run_1/density.png
Scale: 4 px per um. The die is cut into 9 by 9 equal tiles; white is low, dark blue is high, 0 to 100% covered.
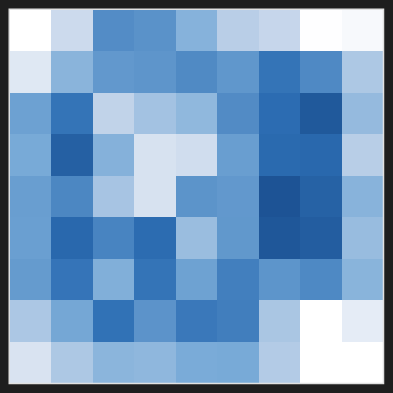
run_1/pdn.png
Scale: 4 px per um. Pins as bars on the die edge. Tap cells in grey.
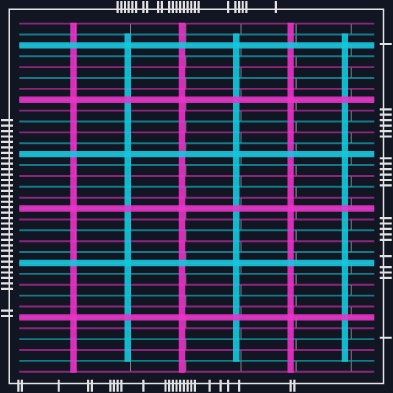
run_1/final_clocks.png
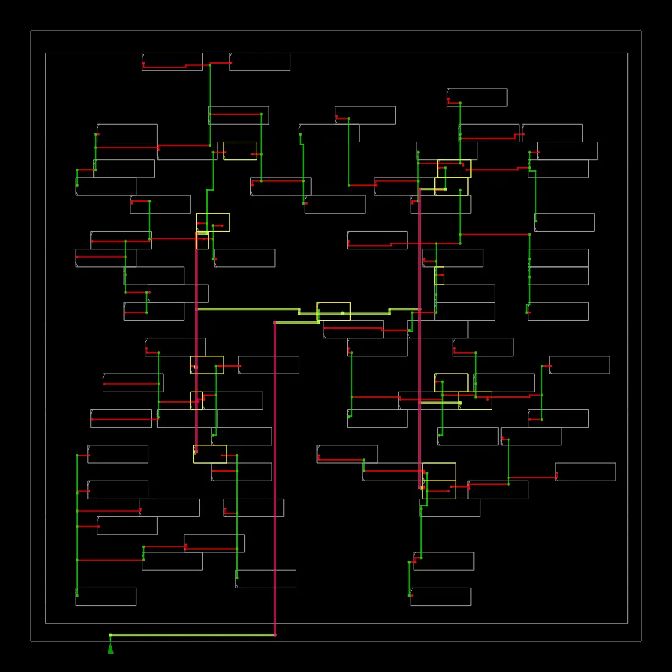
### src/rtl/redirect_ctrl_pkg.sv
// Shared types and constants for the control-flow redirect sequencer.
package redirect_ctrl_pkg;

  // Redirect sequencer states, binary encoded.
  typedef enum logic [1:0] {
    RC_IDLE     = 2'd0,
    RC_REDIRECT = 2'd1,
    RC_DRAIN    = 2'd2
  } rc_state_e;

  // Instructions are word aligned: the low two PC bits are always zero.
  localparam logic [31:0] INSTR_ALIGN_MASK = 32'h0000_0003;

endpackage

### src/rtl/fetch_inflight_cnt.sv
// Up/down counter of outstanding memory requests, holding on protocol violations.
module fetch_inflight_cnt #(
  parameter  int unsigned MAX_OUTST = 2,
  localparam int unsigned CW        = $clog2(MAX_OUTST + 1)
) (
  input  logic          i_clk,
  input  logic          i_rst_n,
  input  logic          i_inc,
  input  logic          i_dec,
  output logic [CW-1:0] o_count,
  output logic [CW-1:0] o_count_nxt
);

  logic [CW-1:0] count_q;
  logic [CW-1:0] count_d;
  logic          viol_inc;
  logic          viol_dec;

  // Next count; a request at the ceiling or a response at zero leaves it unchanged.
  always_comb begin
    viol_inc = i_inc && (count_q == CW'(MAX_OUTST));
    viol_dec = i_dec && (count_q == '0);
    count_d  = count_q;
    if (!(viol_inc || viol_dec)) begin
      count_d = count_q + CW'(i_inc) - CW'(i_dec);
    end
  end

  // Count register.
  always_ff @(posedge i_clk or negedge i_rst_n) begin
    if (!i_rst_n) count_q <= '0;
    else          count_q <= count_d;
  end

`ifndef SYNTHESIS
  // Protocol checks on the request/response strobes.
  always_ff @(posedge i_clk) begin
    if (i_rst_n) begin
      assert (!viol_inc) else $error("fetch_inflight_cnt: request issued at max outstanding");
      assert (!viol_dec) else $error("fetch_inflight_cnt: response with nothing outstanding");
    end
  end
`endif

  assign o_count     = count_q;
  assign o_count_nxt = count_d;

endmodule

### src/rtl/redirect_ctrl.sv
// Redirect sequencer: flushes IF/ID, hands the branch target to fetch, stalls EX
// until accepted, and discards wrong-path fetch responses still in flight.
module redirect_ctrl
  import redirect_ctrl_pkg::*;
#(
  parameter int unsigned ADDR_W    = 32,
  parameter int unsigned MAX_OUTST = 2
) (
  input  logic              i_clk,
  input  logic              i_rst_n,
  input  logic              i_ex_valid,
  input  logic              i_branch_en,
  input  logic [ADDR_W-1:0] i_target,
  input  logic              i_fetch_req_fire,
  input  logic              i_fetch_rsp_fire,
  output logic              o_redir_valid,
  output logic [ADDR_W-1:0] o_redir_pc,
  input  logic              i_redir_ready,
  output logic              o_flush,
  output logic              o_stall,
  output logic              o_rsp_drop,
  output logic [31:0]       o_taken_cnt
);

  localparam int unsigned CW = $clog2(MAX_OUTST + 1);

  rc_state_e         state_q,       state_d;
  logic [CW-1:0]     drop_cnt_q,    drop_cnt_d;
  logic [ADDR_W-1:0] target_q,      target_d;
  logic [31:0]       taken_cnt_q,   taken_cnt_d;
  logic              redir_valid_q, redir_valid_d;
  logic              stall_q,       stall_d;

  logic [CW-1:0]     outst;
  logic [CW-1:0]     outst_nxt;
  logic              cap;
  logic              rsp_drop;

  // Outstanding fetch request tracker.
  fetch_inflight_cnt #(
    .MAX_OUTST (MAX_OUTST)
  ) u_inflight (
    .i_clk       (i_clk),
    .i_rst_n     (i_rst_n),
    .i_inc       (i_fetch_req_fire),
    .i_dec       (i_fetch_rsp_fire),
    .o_count     (outst),
    .o_count_nxt (outst_nxt)
  );

  // Next-state, drop accounting and capture logic.
  always_comb begin
    state_d     = state_q;
    drop_cnt_d  = drop_cnt_q;
    target_d    = target_q;
    taken_cnt_d = taken_cnt_q;

    cap      = i_ex_valid && i_branch_en && (state_q != RC_REDIRECT);
    rsp_drop = i_fetch_rsp_fire && ((drop_cnt_q != '0) || cap);

    if (cap) begin
      // Everything in flight after this edge belongs to the old path.
      target_d    = i_target & ~ADDR_W'(INSTR_ALIGN_MASK);
      drop_cnt_d  = outst_nxt;
      taken_cnt_d = taken_cnt_q + 32'd1;
      state_d     = RC_REDIRECT;
    end else begin
      unique case (state_q)
        RC_REDIRECT: begin
          drop_cnt_d = drop_cnt_q + CW'(i_fetch_req_fire) - CW'(rsp_drop);
          if (i_redir_ready) state_d = (drop_cnt_d != '0) ? RC_DRAIN : RC_IDLE;
        end
        RC_DRAIN: begin
          drop_cnt_d = drop_cnt_q - CW'(rsp_drop);
          if (drop_cnt_d == '0) state_d = RC_IDLE;
        end
        default: begin
          drop_cnt_d = drop_cnt_q - CW'(rsp_drop);
          state_d    = RC_IDLE;
        end
      endcase
    end

    redir_valid_d = (state_d == RC_REDIRECT);
    stall_d       = (state_d == RC_REDIRECT);
  end

  // State and output registers.
  always_ff @(posedge i_clk or negedge i_rst_n) begin
    if (!i_rst_n) begin
      state_q       <= RC_IDLE;
      drop_cnt_q    <= '0;
      target_q      <= '0;
      taken_cnt_q   <= '0;
      redir_valid_q <= 1'b0;
      stall_q       <= 1'b0;
    end else begin
      state_q       <= state_d;
      drop_cnt_q    <= drop_cnt_d;
      target_q      <= target_d;
      taken_cnt_q   <= taken_cnt_d;
      redir_valid_q <= redir_valid_d;
      stall_q       <= stall_d;
    end
  end

  assign o_redir_valid = redir_valid_q;
  assign o_redir_pc    = target_q;
  assign o_stall       = stall_q;
  assign o_taken_cnt   = taken_cnt_q;
  assign o_flush       = cap;
  assign o_rsp_drop    = rsp_drop;

endmodule

### config.mk
export PLATFORM = sky130hd
export DESIGN_NAME = redirect_ctrl
export DESIGN_NICKNAME = d
export VERILOG_FILES = /design/src/rtl/redirect_ctrl_pkg.sv /design/src/rtl/fetch_inflight_cnt.sv /design/src/rtl/redirect_ctrl.sv
export SDC_FILE = /design/constraint.sdc
export NUM_CORES = 1
export LEC_CHECK = 0
export CORE_MARGIN = 2
export CORE_UTILIZATION = 39
export DETAILED_ROUTE_END_ITERATION = 8
export HOLD_SLACK_MARGIN = 0.12
export MAX_ROUTING_LAYER = met4
export PLACE_DENSITY = 0.71
export SYNTH_ARGS = -nofsm -noshare
export SYNTH_HDL_FRONTEND = slang
export SYNTH_HIERARCHICAL = 1
export SYNTH_SLANG_ARGS = --single-unit
### constraint.sdc
create_clock -name i_clk -period 6.4 [get_ports i_clk]
set_input_delay 1.28 -clock i_clk [delete_from_list [all_inputs] [get_ports i_clk]]
set_output_delay 1.28 -clock i_clk [all_outputs]
set_load 0.01 [all_outputs]
==> notes.md, run 1 <==
Reports from this run.

- The number of clock sinks is roughly 69.
- The filler-free cell count of the finished design reads 521.
- The top-area cell type share of the netlist area is 0.557.
- The post-layout total power reads about 1100 uW.
- The start of the worst register-to-register path reads state_q[1]$_DFF_PN0_.
- The total negative setup slack reads 0 ns.
- The element type at the critical path end is an output port.
- Per Yosys stat, the portion of area used by sequential elements is 0.557.
- Compared with the post-synthesis result, the final layout area differs by 40.8%.
- The ratio of routed vias to standard cells reads 4.76.
- The mean cell area of the mapped netlist reads 9.94 um2.
- The number of buffers inserted to repair setup after CTS reads 0.
- According to the Yosys statistics, the synthesized design has a chip area of 0.00310 mm2.
- The clock input transition at the sequential cells of the worst setup and hold paths reads 0.07 ns.
- Detailed routing inserted a total of between 2000 and 2500 vias.
- The detailed-route DRC error count is 0.
- In this run, post-CTS repair resized a total of 0 instances.
- Detailed placement finished with a half-perimeter wire length of ~4.6 mm.
- The violation count after the first detailed-route iteration reads approximately 110.
- The cell with the most instances after synthesis is nand2_1.
- Ranking logic cells in the layout by count gives the top entries nand2_1 (110), clkdlybuf4s50_1 (101), dfrtp_1 (69).
- The leakage power figure reads approximately 0.0021 uW.
- TritonCTS built the clock tree.
- The longest clock path from root to sink contains 2 buffers.
- The average routed wire per standard cell reads between 10 and 15 um.
- Setup repair after global routing left no endpoint under its margin.
- The main flop type after synthesis reads dfrtp_1.
- The largest net degree at the start of global routing is ~70.
- The number of max-cap violations is 0.
- After synthesis the cells add up to around 0.0031 mm2.
- The number of antenna violations at the first check in global routing reads 0.
- The arrival time reported for the critical path endpoint reads roughly 3.2 ns.
- The smallest hold slack reads about 0.47 ns.
- Per the final report, max-transition violations number 0.
- The class of the most critical setup path is primary input to output port.
- The synthesis stat section lists a flop and latch total of a little under 70.
- The number of placed instances with taps included reads between 500 and 600.
- After synthesis, the cell types taking the most area are dfrtp_1 (56%), nand2_1 (13%), xor2_1 (6.5%).
- The worst-margin pin slew is between 0.8 and 0.9 ns.
- The depth of the worst register-to-register path is 11.
- The chip area is slightly below 0.009 mm2.
- The number of global-route vias before repair came to around 2400.
- The worst clock skew on the final layout reads between 0.009 and 0.01 ns.
- The highest attainable clock frequency is approximately 220 MHz.
- The run finished with clean final reports.
- The number of endpoints with negative hold slack in the final report reads 0.
- The root cell of the clock tree reads clkbuf_8.
- The worst register-to-register path has a setup slack of 3.48 ns.
- The start point of the worst hold path is o_taken_cnt[31]$_DFFE_PN0P_.
Notes on density.png above:
The emptiest ninth of the die: bottom right. 6.2% of the tiles are nearly empty. The fullest tile reaches 86%.
core region area: 0.00773 mm2
initial standard-cell utilization of the core: 0.401
fraction of the core area covered by cells at the end of the flow: 0.565

Notes on pdn.png above:
Key: VDD = cyan; VSS = magenta
102 tap cells. The core has 32 rows. 6 straps on met4. 33 met1 rails follow the rows.
maximum vdd drop: 0.119 mV
die boundary height: 93.2 um
die extent in x: 93.2 um

Notes on final_clocks.png above:
reported clock group power: 306 uW
clock insertion delay at the later pin of the skew report: 0.33 ns

run 1: per-layer routing:
layer / part of all wire / track usage / vias up
met3: 0.051 / 0.0427 / 10
li1: - / - / 1212
met5: 0 / - / -
met4: 0.019 / 0.0735 / 0
met2: 0.48 / 0.269 / 72
met1: 0.45 / 0.213 / 1187
run 1: how the worst max path moves through the flow:
stage / slack, ns / depth (start not counted) / to / start
finish: 1.95 / 6 / o_flush / i_ex_valid
CTS: 1.91 / 6 / o_flush / i_ex_valid
detailed placement: 1.92 / 6 / o_flush / i_ex_valid
floorplan: 3.02 / 5 / o_rsp_drop / i_ex_valid
global placement: 1.92 / 6 / o_flush / i_ex_valid
global route: 1.80 / 6 / o_flush / i_branch_en
run 1: kinds of logic after synthesis:
family	share of synthesized area
and+or+nand+nor	0.245
DFF	0.557
xor gates and xnor gates	0.0989
buffers and inverters	0.0367
AOI/OAI and AO/OA	0.0270
adders and majority gates	0.0282
muxes	0.00646
other	0.00121
run 1: area by class of cell:
class,instances,area [um2]
Timing Repair Buffer,105,1040
Tap cell,102,128
Fill cell,672,3360
Inverter,11,42.5
Clock inverter,2,10.0
Multi-Input combinational cell,220,1260
Sequential cell,69,1730
Clock buffer,12,155
run 1: flip-flops by register name (all words and copies together) (netlist names):
register and cells:
o_stall 1, u_inflight/o_count 2, drop_cnt_q 2, o_taken_cnt 32
state_q 2, o_redir_pc 30
run 1: report_power, final:
group	switching [uW]	total (uW)	internal, uW
Combinational	135	297	162
Clock	149	306	156
Sequential	43.8	537	494
run 1: through the flow:
step | worst slack, ns | area (um2)
floorplan | 3.02 | 3100
global route | 1.80 | 4360
CTS | 1.91 | 4360
global placement | 1.92 | 4200
detailed placement | 1.92 | 4200
finish | 1.95 | 4360
==> inputs of run 2 (changes only) <==
Clock period 6.4 ns to 4.6 ns, I/O delays scaled along.
run_2/density.png
Scale: 4 px per um. The die is cut into 9 by 9 equal tiles; white is low, dark blue is high, 0 to 100% covered.
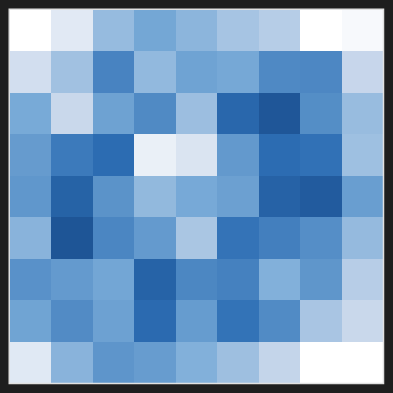
The mean over all tiles is 49%. 12% of the tiles are over 75% full. The fullest tile reaches 85%.
fraction of the core area covered by cells at the end of the flow: 0.570

run_2/registers.png
Scale: 4 px per um.
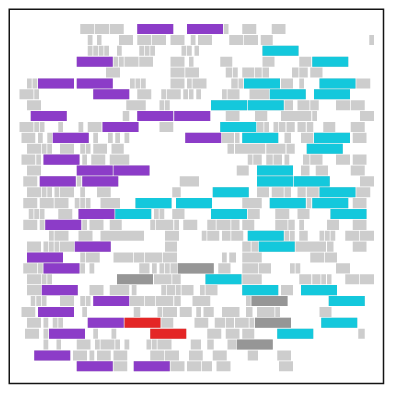
Key: `o_redir_pc` = purple [flops 30]; `o_taken_cnt` = cyan [flops 32]; `drop_cnt_q` = red [flops 2]
fraction of standard cell area that is sequential: 0.392
flip-flop and latch area: 0.00173 mm2
power in sequential cells: 747 uW

==> notes.md, run 2 <==
Reports from this run.

- The start point of the critical path is i_ex_valid.
- The capturing element of the worst setup path is o_rsp_drop.
- The ratio of routed vias to standard cells is 4.75 (-0.26%).
- The largest net degree at the start of global routing is 41 (-41%).
- The met2 layer usage reported by global route is 0.264 (-0.00483).
- The number of max-cap violations reads 0 (unchanged).
- The worst clock skew on the final layout came to 0.00986 ns (+0.000441 ns).
- The average routed wire per standard cell is 13.0 um (+0.27%).
- The finished layout cell area is 0.00441 mm2 (+1.0%).
- The number of global-route vias before repair is 2429 (+0.58%).
- The depth of the worst register-to-register path reads 10 (-1).
- The peak supply drop came to 0.203 mV (+71%).
- The mean cell area of the mapped netlist came to 9.94 um2 (unchanged).
- The leakage power figure reads 0.00216 uW (+1.0%).
- The detailed-route DRC error count is 0 (unchanged).
- The element type at the critical path end is an output port.
- The share of the yosys chip area belonging to registers came to 0.557 (unchanged).
- The area of the placeable core came to 0.00773 mm2 (unchanged).
- The run finished with clean final reports.
- The placed wire-length estimate is 4.83 mm (+4.6%).
- The total negative setup slack reads 0 ns (unchanged).
- The reg2reg setup slack is 1.83 ns (-1.65 ns).
- The number of antenna violations at the first check in global routing reads 0 (unchanged).
- Setup repair after global routing left no endpoint under its margin.
- The buffer depth of the longest clock path came to 2 (unchanged).
- The highest metal layer with signal wires reads met4.
- The routed via count came to 2484 (+0.12%).
- The number of endpoints with negative hold slack in the final report reads 0 (unchanged).
- The met2 layer wire length in the routed design is 3.19 mm (-0.53%).
- The largest combinational cell category by area reads simple AND/OR/NAND/NOR gates.
- The root cell of the clock tree is clkbuf_8.
- The register bit total from synthesis reads 69 (unchanged).
- The simple-gate portion of the synthesized area is 0.245 (unchanged).
- The xor-xnor portion of the synthesized cell area is 0.0989 (unchanged).
- The chip area in the Yosys report reads 0.00310 mm2 (unchanged).
- The clock network power share is 0.304 (+0.036).
- The die outline width reads 93.2 um (unchanged).
- The violation count after the first detailed-route iteration is 48 (-56%).
- The area fraction in full adders, half adders and majority gates is 0.0282 (unchanged).
- The part of the power in registers came to 0.449 (-0.022).
- The highest attainable clock frequency reads 296 MHz.
- The cell with the most instances after synthesis is nand2_1.
- Ranked by total cell area, the synthesized netlist is headed by dfrtp_1 (56%), nand2_1 (13%), xor2_1 (6.5%).
- The arrival time reported for the critical path endpoint reads 2.46 ns (-0.71 ns).
- The floorplan die height reads 93.2 um (unchanged).
run 2: worst min path at each step:
| stage | slack, ns | startpoint | endpoint |
|---|---|---|---|
| floorplan | 0.49 | u_inflight/o_count[1]$_DFF_PN0_ | u_inflight/o_count[1]$_DFF_PN0_ |
| detailed placement | 0.46 | o_taken_cnt[31]$_DFFE_PN0P_ | o_taken_cnt[31]$_DFFE_PN0P_ |
| global placement | 0.45 | o_taken_cnt[31]$_DFFE_PN0P_ | o_taken_cnt[31]$_DFFE_PN0P_ |
| CTS | 0.47 | o_taken_cnt[31]$_DFFE_PN0P_ | o_taken_cnt[31]$_DFFE_PN0P_ |
| finish | 0.47 | o_taken_cnt[31]$_DFFE_PN0P_ | o_taken_cnt[31]$_DFFE_PN0P_ |
| global route | 0.49 | o_redir_pc[12]$_DFFE_PN0P_ | o_redir_pc[12]$_DFFE_PN0P_ |
run 2: per-stage QoR:
stage / setup WS, ns / total power, uW / util / hold WS [ns] / std cells
finish: 1.22 / 1660 / 0.570 / 0.466 / 523
global route: 1.14 / 1770 / 0.570 / 0.493 / 523
CTS: 1.20 / 1690 / 0.570 / 0.470 / 523
detailed placement: 1.20 / 1170 / 0.543 / 0.457 / 507
global placement: 1.22 / 1160 / 0.543 / 0.455 / 507
floorplan: 1.62 / 954 / - / 0.493 / 313
run 2: logic make-up (layout without fill, tap and decap cells):
kind of cell / after synthesis / after routing
other cells: 1 / 2
buf+inv: 24 / 132
fa+ha+maj: 7 / 7
xor+xnor: 35 / 35
compound gates: 12 / 12
flops: 69 / 69
mux: 2 / 2
simple gates: 162 / 162
run 2: final cells by class:
type	instances	area, um2
Fill cell	667	3320
Clock buffer	11	151
Tap cell	102	128
Sequential cell	69	1730
Clock inverter	5	57.6
Multi-Input combinational cell	220	1260
Inverter	11	42.5
Timing Repair Buffer	105	1040
Power is estimated from default activity; no workload was simulated.
